Fig. 1: run 1, placed cells, one colour a class
(3 px per um) Fill, decap, tap and diode cells in grey.
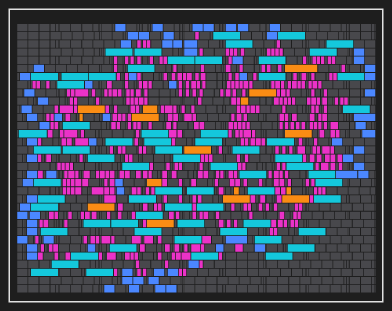
Fig. 2: run 1, M2 wires
(3 px per um)
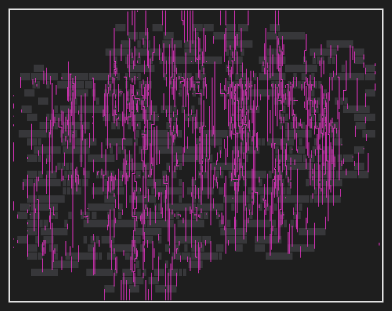
Fig. 3: run 1, routed clock nets over the placement
(4 px per um)
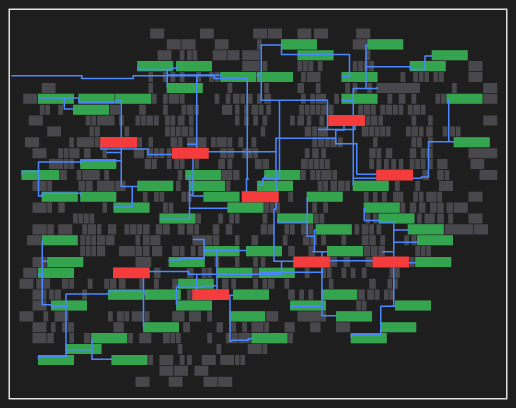
==> config.mk <==
export PLATFORM = sky130hd
export DESIGN_NAME = alu_sequencer
export DESIGN_NICKNAME = d
export VERILOG_FILES = /design/src/rtl/alu_sequencer_pkg.sv /design/src/rtl/alu_regfile.sv /design/src/rtl/alu_sequencer.sv
export SDC_FILE = /design/constraint.sdc
export NUM_CORES = 1
export LEC_CHECK = 0
export ABC_AREA = 1
export CORE_AREA = 2 2 122 95
export DETAILED_ROUTE_END_ITERATION = 10
export DIE_AREA = 0 0 124 97
export GPL_TIMING_DRIVEN = 1
export HOLD_SLACK_MARGIN = 0.15
export SETUP_SLACK_MARGIN = 0.2
export SKIP_LAST_GASP = 1
export SYNTH_ARGS = -nofsm -noshare
export SYNTH_HDL_FRONTEND = slang
export SYNTH_SLANG_ARGS = --single-unit
export TNS_END_PERCENT = 10
==> constraint.sdc <==
create_clock -name clk -period 2 [get_ports clk]
set_input_delay 0.2 -clock clk [delete_from_list [all_inputs] [get_ports clk]]
set_output_delay 0.2 -clock clk [all_outputs]
set_load 0.01 [all_outputs]
==> flow.log, run 1 <==
[report] extracting results
INFO  metric numCtsBuffers = 9
INFO  metric maxCapViolations = 0
INFO  metric achievable-frequency = 0.533 GHz
INFO  metric synth.cellmix.simpleShare = 0.359
INFO  metric worst_pin_slew = 0.403 ns
INFO  metric utilization_of_the_core_after_routing = 0.452
INFO  metric synth_stat.cells = 527
INFO  metric post_synth_xor_area_fraction = 0
INFO  metric dr_wl_met2 = 4390 um
INFO  metric number_of_synthesized_flops_with_an_enable_pin = 0
INFO  metric drt_iter0_markers = 255
INFO  metric outcome = completed
INFO  metric leakage = 2.58 nW
INFO  metric antenna_found_initial = 0
INFO  metric final.setup.tns = 0 ns
INFO  metric area.growth.synth_to_final = 30.8%
INFO  metric cts_buffer_depth = 2
INFO  metric drt-wirelength-per-cell = 13.6 um
INFO  metric yosys-mux-area-fraction = 0
INFO  metric synth.distinct_cells = 22
About Fig. 1:
remaining buffers and delay cells: drawn in blue, cells 77, share of their area 17%. clock drivers and dummy loads: drawn in orange, cells 16, share of their area 6.5%. sequential cells: drawn in cyan, cells 68, share of their area 36%. remaining logic cells: drawn in magenta, cells 434, share of their area 40%.
placeable core region: 10700 um2
sequential portion of the cell area: 0.351
post-route standard cell area excluding fillers: 4850 um2
num rows: 33

About Fig. 2:
The wires run mostly vertical. The layer carries 4390 um of wire. 472 nets have wire on it.
routing usage on met2: 0.279
wirelength, routed: 10000 um
routed via count: 3457

About Fig. 3:
flip-flops: drawn in green, count 68. clock-net drivers: drawn in red, count 9. clock wires: drawn in blue, length 1040 um.
There are 10 routed clock nets. Position of the flops: spread over the die.
clock network power: 1.62 mW
Clock Skew: 0.00502 ns
clk latency late pin: 0.33 ns

run 1: area by class of cell:
class,instances,area (um2)
Multi-Input combinational cell,377,1670
Inverter,57,218
Timing Repair Buffer,77,779
Clock inverter,4,47.5
Tap cell,140,175
Fill cell,1128,5880
Sequential cell,68,1700
Clock buffer,12,256
run 1: timing repair:
item                                   4_1_cts  5_1_grt
cloned                                       0        0
gates resized                                1        3
endpoints found under the hold margin        0        0
setup endpoints to repair                    8       39
run 1: power by group:
| part | total (mW) | switching [mW] | internal [mW] | leakage, nW |
|---|---|---|---|---|
| combinational | 3.17 | 1.94 | 1.23 | 1.58 |
| clock | 1.62 | 0.595 | 1.03 | 0.149 |
| sequential | 2.41 | 0.374 | 2.03 | 0.847 |
==> run 2, diff against run 1 <==
--- a/config.mk
+++ b/config.mk
@@ -6,11 +6,13 @@
 export NUM_CORES = 1
 export LEC_CHECK = 0
 export ABC_AREA = 1
-export CORE_AREA = 2 2 122 95
+export CAP_MARGIN = 15
+export CORE_AREA = 2 2 105 82
 export DETAILED_ROUTE_END_ITERATION = 10
-export DIE_AREA = 0 0 124 97
+export DIE_AREA = 0 0 107 84
 export GPL_TIMING_DRIVEN = 1
 export HOLD_SLACK_MARGIN = 0.15
+export PLACE_DENSITY = 0.75
 export SETUP_SLACK_MARGIN = 0.2
 export SKIP_LAST_GASP = 1
 export SYNTH_ARGS = -nofsm -noshare
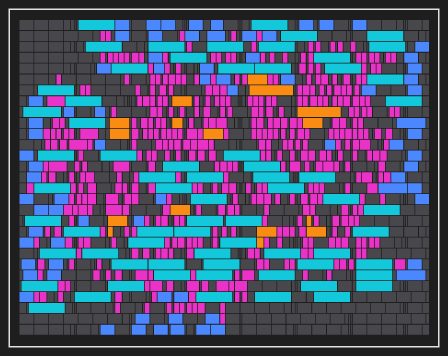
Fig. 4. Placed cells, one colour a class (run 2).
(4 px per um) Fill, decap, tap and diode cells in grey.
remaining buffers and delay cells: drawn in blue, cells 76, share of their area 17%. sequential cells: drawn in cyan, cells 68, share of their area 37%. clock drivers and dummy loads: drawn in orange, cells 16, share of their area 4.8%. remaining logic cells: drawn in magenta, cells 434, share of their area 41%.
utilization of the core after routing: 0.582
num rows: 29

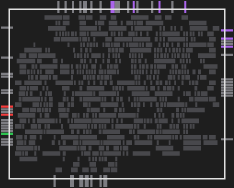
Fig. 5. Ports around the boundary (run 2).
(2 px per um) Pins as bars across the die edge, other pins in grey.
`ld_addr_i`: drawn in red, pins 2, direction input, edge west. `alu_borrowflag_i`: drawn in green, pins 1, direction input, edge west. `alu_r1_o`: drawn in purple, pins 8, direction output, edge 5 north, 3 east.
vertical extent of the die: 84 um
die span in x: 107 um
Port-buffer cells: 63

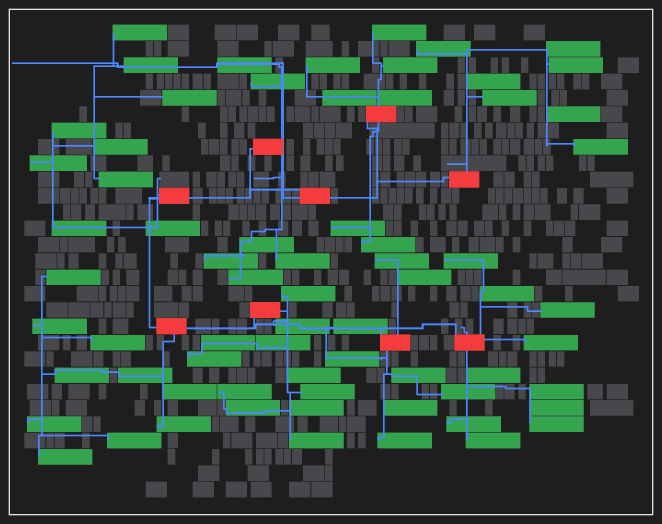
Fig. 6. Routed clock nets over the placement (run 2).
(6 px per um)
flip-flops: drawn in green, count 68. clock wires: drawn in blue, length 875 um. clock-net drivers: drawn in red, count 9.
There are 10 routed clock nets.
clock network power: 1.25 mW
Clock Skew: 0.00850 ns
clk latency late pin: 0.35 ns
part of the total power dissipated in the clock network: 0.183

==> run 2 against run 1 <==
Against the previous run:
- final cell count down 4.5%
- non-clock buffer count down 1
- critical path depth unchanged
- global-route usage up 4.2 points
- area after synthesis unchanged
- maximum frequency down 0.46%
- utilization up 13 points
- clock skew up 0.0035 ns
- die size down 25%
- first-iteration DRC count down 5.9%
- largest cell class unchanged
==> flow.log, run 2 <==
[report] extracting results
INFO  metric outcome = completed
INFO  metric timing.hold.worst.class = input port to async pin
INFO  metric final.setup.tns = 0 ns
INFO  metric finalHoldViolations = 0
INFO  metric ir_drop = 0.925 mV
INFO  metric totalWireLength = 9480 um
INFO  metric htree_levels = 3
INFO  metric vias = 3607
INFO  metric drt-wirelength-per-cell = 13.5 um
INFO  metric synth_stat.cells = 527
INFO  metric n_fill_cell = 735
INFO  metric grt_util_met2 = 0.371
INFO  metric average_footprint_of_a_synthesized_cell = 7.03 um2
INFO  metric layout_top_cells_excl_fill_tap = nand2_1 (246), nand3_1 (68), dfrtp_1 (67)
INFO  metric final.period_utilization = 0.942
INFO  metric internal_power_summed_over_all_cells = 4.00 mW
INFO  metric power_top_consumer = combinational logic
INFO  metric dp_slack = 0.129 ns
INFO  metric area.growth.synth_to_final = 27.1%
INFO  metric numCtsBuffers = 9
INFO  metric setup_violations = 0
INFO  metric fin_area = 4710 um2
INFO  metric netlist.top_cell.by_area = dfrtp_1
INFO  metric synth.distinct_cells = 22
INFO  metric seq_power_share = 0.352
INFO  metric slew-limit-headroom = 0.729
INFO  metric maxCapViolations = 0
INFO  metric log.warning_count = 31
INFO  metric leakage = 2.51 nW
INFO  metric crit_path_max_fanout = 32
INFO  metric power_per_cell_area = 1450 nW/um2
INFO  metric dr_wl_met2 = 4430 um
INFO  metric core_area = 8090 um2
INFO  metric globalRouteTotalUtil = 0.226
INFO  metric antenna_found_initial = 0
INFO  metric power.combinational.total = 3.17 mW
INFO  metric swShare = 0.414
INFO  metric async_flop_share = 1.00
INFO  metric drt_iter0_markers = 240
INFO  metric io_pins = 64
INFO  metric cts_buffer_depth = 2
INFO  metric number_of_synthesized_flops_with_an_enable_pin = 0
INFO  metric achievable-frequency = 0.531 GHz
INFO  metric yosys.stat.seqShare = 0.459
INFO  metric drt_first_pass_iters = 5
INFO  metric comb_power_share = 0.465
INFO  metric power.sequential.total = 2.40 mW
INFO  metric cts.sinks = 68
INFO  metric netSwitchingPower = 2.82 mW
INFO  metric worst_pin_slew = 0.403 ns
run 2: layout make-up:
cell class              instances  area, um2  share of cell area
flip-flops and latches         68       1700               0.361
multi-input cells             377       1670               0.355
clock inverters                 4       72.6              0.0154
inverters                      57        218              0.0462
well taps                     108        135              0.0287
clock buffers                  12        145              0.0308
repair buffers                 76        767               0.163
run 2: kinds of logic (layout without fill, tap and decap cells):
kind of cell               Yosys count  count (layout)  synth area share
buffers and inverters               82             149            0.0898
adders and majority gates            4               4            0.0135
DFF                                 68              68             0.459
and+or+nand+nor                    324             324             0.359
AOI/OAI and AO/OA                   49              49            0.0786
run 2: what timing repair did:
item,in CTS,in global routing
resized,1,1
endpoints found under the setup margin,8,10
buffers inserted,0,0
hold buffers,0,0
pin swaps,0,0
Power is estimated from default activity; no workload was simulated.
